Run 1, clock distribution:
Scale bar: 20 um.
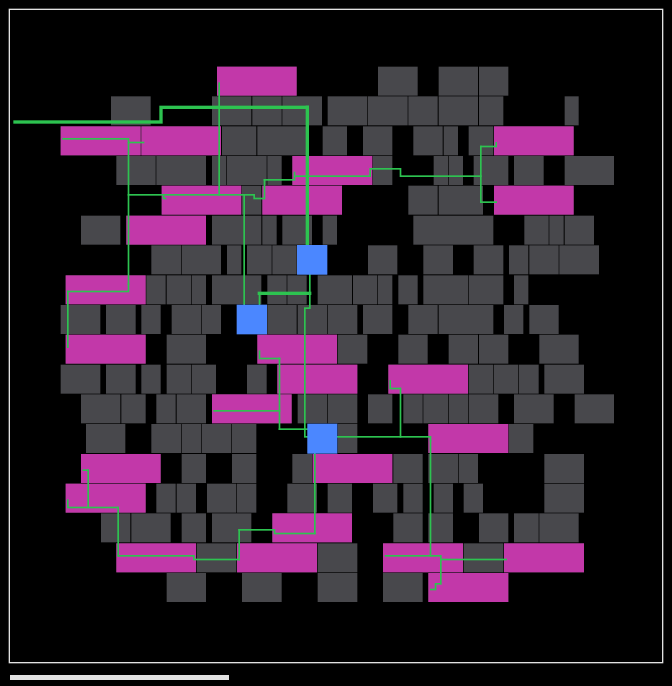
Run 1, metal layers overlaid:
Scale bar: 20 um.
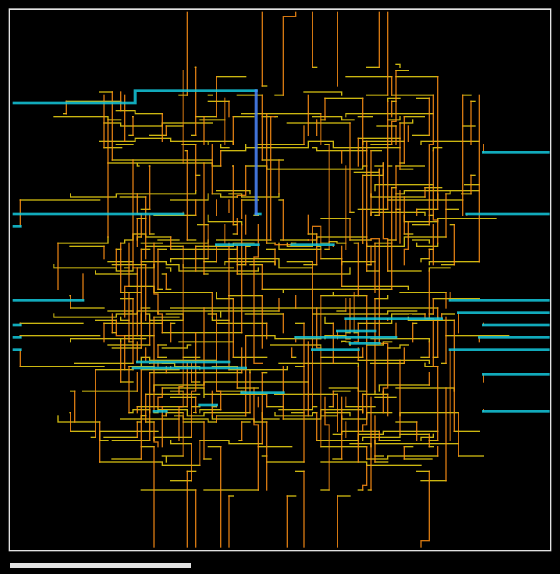
Run 1, power grid:
Pins as bars on the die edge. Tap cells in grey.
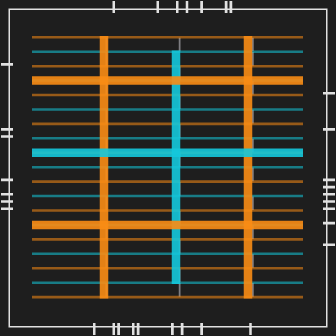
Design keypad_time_entry_flat, sky130hd; sources not shown.
==> impl_metrics.csv, run 1 <==
group,metric,value,unit
outcome,status,"finished clean",
timing,fmax,509,MHz
timing,maxSlewViolCount,0,
timing,worstMarginPinSlew,300,ps
min_path,hold_depth,1,
critical_path,start_kind,"flip-flop",
finish,fin_cells,208,
synth,ys_types,38,
timing,hold_viol,0,
placed_design,globalplace.congestion,0.801,
synth,synth_flops,25,
placed_design,dpl.cell_count,204,
critical_path,path_max_fanout,4,
critical_path,worstPathArrival,1340,ps
floorplanning,fp_util,0.510,
synth,ys_area,0.00127,mm2
clocking,clock-sinks,25,
synth,syn_inst,139,
floorplanning,row_count,18,
finish,fin_nets,193,
grt,grt_pass1_wl,4910,um
clocking,post-cts-setup-buffer-count,0,
drt,drc,0,
floorplanning,die_h,59.5,um
finish,synthToLayoutAreaGrowth,32.1,%
critical_path,crit_slowest_cell,"clkdlybuf4s50_1",
finish,layout.cells.most_common,"clkdlybuf4s50_1",
critical_path,reg2reg_depth,6,
clocking,clockBufferDepth,2,
grt,grt_pass1_vias,1113,
clocking,tritoncts,"built",
drt,drt_iter0_drc,36,
synth,yosysCellCount,139,
run,max_cap_violations,0,
placed_design,dp_hpwl,2110,um
synth,synth_seq_share,0.393,
grt,grt_max_degree,27,
synth,edf_count,0,
clocking,htree_levels,1,
finish,n_fill_cell,202,
critical_path,worstPathCellList,"clkdlybuf4s50_1",
pwr,leakagePower,0.624,nW
timing,fin_crit,1960,ps
floorplanning,die-area,0.00355,mm2
critical_path,reg2reg_slack,370,ps
timing,slew_headroom,0.799,
critical_path,crit_buf_inv,1,
grt,gr-total-overflow,0,
finish,drive_above_1_share,0.152,
run,warnings,27,
synth,async_flop_share,0,
clocking,root_buffer,"clkbuf_4",
clocking,cts_buffers,3,
critical_path,critPathKind,"reg -> out",
grt,antenna_found_initial,0,
timing,grt_setup_unrepaired,"no",
Notes on 'clock distribution' above:
Key: clock-net drivers = blue [count 3]; clock wires = green [length 269 um]; flip-flops = magenta [count 25]
Position of the flops: all over the die. There are 4 routed clock nets.
clk ins delay skew pair: 310 ps
clk pwr: 0.210 mW
clock power share: 0.218

Notes on 'metal layers overlaid' above:
Key: M1 = yellow [wire length 1,360 um]; M3 = cyan [wire length 207 um]; M2 = orange [wire length 1,350 um]; M4 = blue [wire length 13.6 um]
via count: 1,215
final wirelength: 2930 um
WL/cell: 14.1 um
GR Util All Layers: 0.175

Notes on 'power grid' above:
Key: VDD = cyan; VSS = orange
30 tap cells. 3 straps on met5.
core area: 0.00250 mm2
Worst VDD drop: 0.410 mV

-- run 1: what timing repair did --
item,4_1_cts,5_1_grt
resized,0,1
setup endpoints to repair,0,1
hold buffers,0,0
-- run 1: cells by family (layout without fill, tap and decap cells) --
kind of cell,after synthesis,in the layout,share of synthesized area
flip-flops,25,25,0.393
AND/OR/NAND/NOR,41,41,0.203
adder cells (fa/ha/maj),3,3,0.0294
XOR/XNOR,1,1,0.00687
buffers and inverters,17,56,0.0844
AND-OR/OR-AND,52,52,0.284
-- run 1: where the power goes --
part / switching (mW) / internal (mW)
sequential: 0.0123 / 0.489
clock: 0.138 / 0.0711
combinational: 0.135 / 0.115
total: 0.286 / 0.675
-- run 1: Yosys cell counts, types with 2 or more instances --
master    count  area [um2]
o21ai_0      19        95.1
buf_2         4        20.0
a21boi_1      9        67.6
o221a_2       2        22.5
dfxtp_1      25         500
nand4_1      17         106
buf_6         2        22.5
nor2_1        3        11.3
nand3_1       3        15.0
a21boi_0      9        67.6
a21oi_1       2        10.0
ha_1          3        37.5
nor2b_1       3        18.8
buf_8         2        30.0
a211oi_1      2        15.0
nand2_1       5        18.8
o21a_1        2        15.0
clkbuf_1      3        11.3
inv_1         5        18.8
-- run 1: routing by layer --
metal,part of all wire,GRT usage,up-vias,wire length (um)
met5,0,0,-,0
met4,0.0044,0.0538,0,13
met3,0.071,0.0349,2,207
met2,0.46,0.275,43,1350
met1,0.47,0.240,571,1360
li1,-,-,599,-
-- run 1: area by class of cell --
type	instances	area, um2	share of cell area
Multi-Input combinational cell	97	667	0.396
Inverter	5	18.8	0.0111
Clock buffer	3	22.5	0.0134
Sequential cell	25	500	0.297
Timing Repair Buffer	47	433	0.257
Clock inverter	1	5.00	0.00297
Tap cell	30	37.5	0.0223
-- run 1: through the flow --
step | instance area (um2) | worst slack [ps] | util
2_1_floorplan | 1270 | 392 | -
3_3_place_gp | 1650 | -47.2 | 0.662
3_5_place_dp | 1650 | -47.4 | 0.662
4_1_cts | 1680 | 20.9 | 0.673
5_1_grt | 1680 | 46.1 | 0.674
6_report | 1680 | 136 | 0.674
Run 1, placement by cell class:
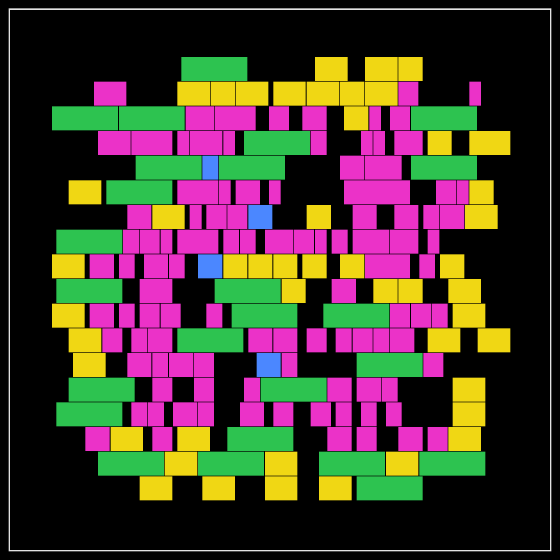

## Run 2: what changed since run 1
==> constraint.sdc (replaced) <==
create_clock -name clk -period 2.1 [get_ports clk]
set_clock_uncertainty 0.1 [all_clocks]
set_input_delay 0.42 -clock clk [delete_from_list [all_inputs] [get_ports clk]]
set_output_delay 0.42 -clock clk [all_outputs]
set_load 0.02 [all_outputs]
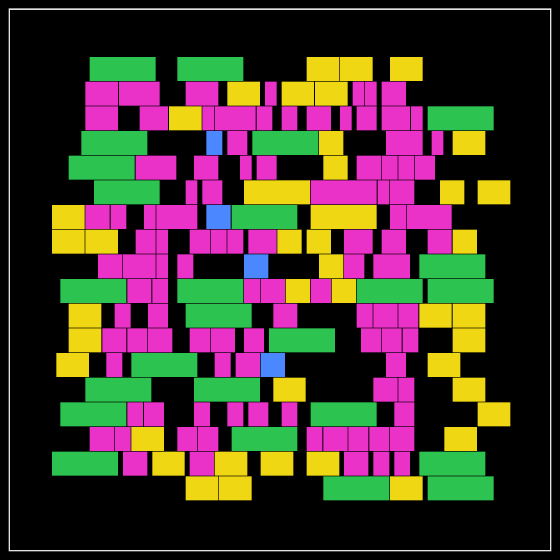
Run 2: placement by cell class
Key: clock drivers and dummy loads = blue [cells 4, share of their area 1.7%]; registers = green [cells 25, share of their area 31%]; remaining logic cells = magenta [cells 102, share of their area 42%]; remaining buffers and delay cells = yellow [cells 42, share of their area 26%]
post-layout util: 0.668
design area: 0.00167 mm2

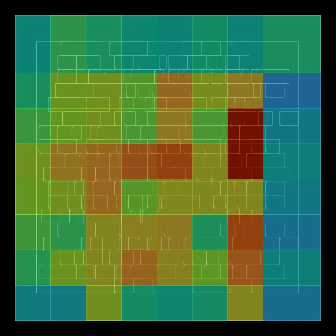
Run 2: congestion heat map
GR Util All Layers: 0.188
Top Usage Layer GRT: met2
met3 Track Usage GR: 0.0305
WL/cell: 15.2 um
met2 usage: 0.318

==> run 2 against run 1 <==
Net effect: synthesized cell count is the same; critical path depth rose by 2; sequential cell count unchanged; die size unchanged; sequential share of layout area grew 0.27 points; total power grew 1.8%; wire length up 5.3%; global-route usage grew 1.3 points; clock power rose by 4%; non-clock buffer count shrank 5; first-iteration DRC count grew 53%; register-to-register slack barely moved.
==> impl_metrics.csv, run 2 <==
group,metric,value,unit
clocking,post-cts-setup-buffer-count,0,
critical_path,critPathKind,"reg -> out",
clocking,root_buffer,"clkbuf_4",
pwr,power_density,586,mW/mm2
finish,diodes,0,
clocking,clock-sinks,25,
finish,fin_nets,188,
run,max_cap_violations,0,
critical_path,worstPathCellList,"inv_1 > nor2_1 > clkdlybuf4s50_1",
pwr,p_seq_frac,0.515,
synth,syn_inst,139,
pwr,combPwrFrac,0.261,
synth,synth_seq_share,0.393,
critical_path,crit_buf_inv,2,
drt,wl_met2,1470,um
grt,antenna_found_initial,0,
pwr,power.net_switching,0.299,mW
synth,async_flop_share,0,
critical_path,critPathTopFamily,"buffers and inverters",
drt,drc,0,
floorplanning,design.core.area,0.00250,mm2
grt,gr-total-overflow,0,
synth,yosysCellCount,139,
clocking,path_clk_slew,140,ps
critical_path,reg2reg_slack,360,ps
floorplanning,die_h,59.5,um
pwr,ir_drop,0.375,mV
placed_design,globalplace.congestion,0.730,
critical_path,cp_data_required_time,1580,ps
outcome,status,"finished clean",
clocking,tritoncts,"built",
finish,fin_cells,203,
finish,largest_register_ffs,16,
min_path,hold_depth,1,
finish,drive_above_1_share,0.127,
floorplanning,die_x,59.5,um
timing,slew_headroom,0.781,
pwr,p_sw_frac,0.306,
run,warnings,27,
synth,yosysTopAreaCellShare,0.393,
clocking,htree_levels,1,
critical_path,reg2reg_depth,6,
grt,grt_pass1_vias,1161,
drt,wl_met3,193,um
drt,routed.top_layer,"met4",
clocking,clockBufferDepth,2,
finish,layout.cells.most_common,"clkdlybuf4s50_1",
timing,hold_viol,0,
placed_design,placed_cell_area,0.00164,mm2
timing,fmax,502,MHz
clocking,postCtsResizedCells,0,
synth,ys_types,38,
pwr,power.internal,0.679,mW
critical_path,path_max_fanout,3,
drt,drt_iter0_drc,55,
grt,grt_max_degree,27,
synth,yosys.cell_count.top_type,"dfxtp_1",
placed_design,dp_hpwl,2120,um
finish,synthToLayoutAreaGrowth,30.9,%
timing,fin_crit,1990,ps
pwr,clkPwrFrac,0.224,
timing,maxSlewViolCount,0,
floorplanning,die-area,0.00355,mm2
grt,grt_pass1_wl,5190,um
floorplanning,fp_util,0.510,
synth,ys_area,0.00127,mm2
floorplanning,ios,32,
clocking,cts_buffers,3,
drt,via_per_inst,5.82,
clocking,clock.latency.late_pin,320,ps
timing,worstMarginPinSlew,326,ps
pwr,leakagePower,0.594,nW
synth,edf_count,0,
drt,met1_length,1390,um
critical_path,worstPathArrival,1470,ps
clocking,hold_buffers,0,
finish,n_fill_cell,220,
synth,area_leaders,"dfxtp_1, nand4_1, o21ai_0",
critical_path,start_kind,"flip-flop",
synth,yosys.area.top_type,"dfxtp_1",
placed_design,dpl.cell_count,199,
synth,synth_flops,25,
critical_path,crit_slowest_cell,"clkdlybuf4s50_1",
floorplanning,row_count,18,
timing,grt_setup_unrepaired,"no",
synth,common_cells,"dfxtp_1, o21ai_0, nand4_1",
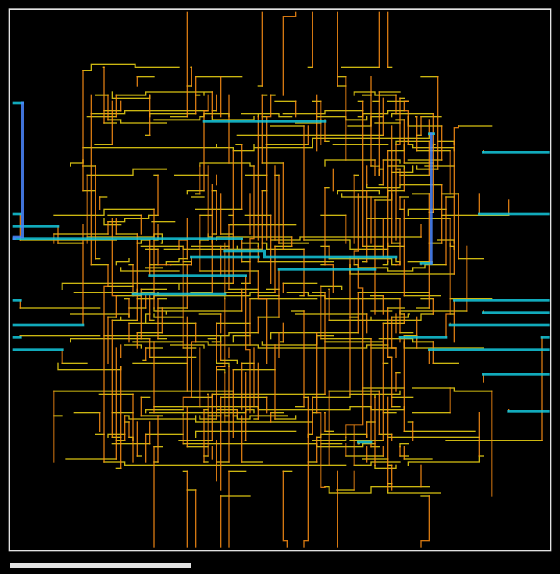
Run 2: metal layers overlaid
Scale bar: 20 um.
Key: M4 = blue [wire length 30.2 um]; M3 = cyan [wire length 193 um]; M1 = yellow [wire length 1,390 um]; M2 = orange [wire length 1,470 um]
final wirelength: 3090 um
via count: 1,182

-- run 2: cell counts after synthesis --
Identical to the previous run, type by type.
-- run 2: per-stage QoR --
stage	setup slack, ps	hold WS [ps]	utilization	power [mW]
2_1_floorplan	468	306	-	0.672
3_3_place_gp	55.2	313	0.657	0.757
3_5_place_dp	29.8	328	0.657	0.766
4_1_cts	92.5	348	0.668	0.987
5_1_grt	31.8	369	0.668	1.03
6_report	109	345	0.668	0.978
-- run 2: final cells by class --
cell class | instances | area (um2) | share of cell area
multi-input cells | 97 | 667 | 0.400
flip-flops and latches | 25 | 500 | 0.300
repair buffers | 42 | 418 | 0.250
well taps | 30 | 37.5 | 0.0225
clock buffers | 3 | 22.5 | 0.0135
inverters | 5 | 18.8 | 0.0112
clock inverters | 1 | 5.00 | 0.00300
-- run 2: cell families after synthesis --
logic type | share of synthesized area
AND-OR/OR-AND | 0.284
AND/OR/NAND/NOR | 0.203
flip-flops | 0.393
buffers and inverters | 0.0844
adder cells (fa/ha/maj) | 0.0294
XOR/XNOR | 0.00687
-- run 2: layer usage --
layer  vias up  global-route usage
met5         -                   0
met2        37               0.318
met3         4              0.0305
met4         0              0.0696
li1        586                   -
met1       555               0.237
-- run 2: power groups by stage --
stage | clock network, mW | registers, mW | logic [mW]
2_1_floorplan | 0 | 0.523 | 0.149
3_3_place_gp | 0 | 0.512 | 0.245
3_5_place_dp | 0 | 0.513 | 0.253
4_1_cts | 0.230 | 0.503 | 0.253
5_1_grt | 0.249 | 0.506 | 0.276
6_report | 0.219 | 0.504 | 0.255
Power and IR drop assume default switching activity.
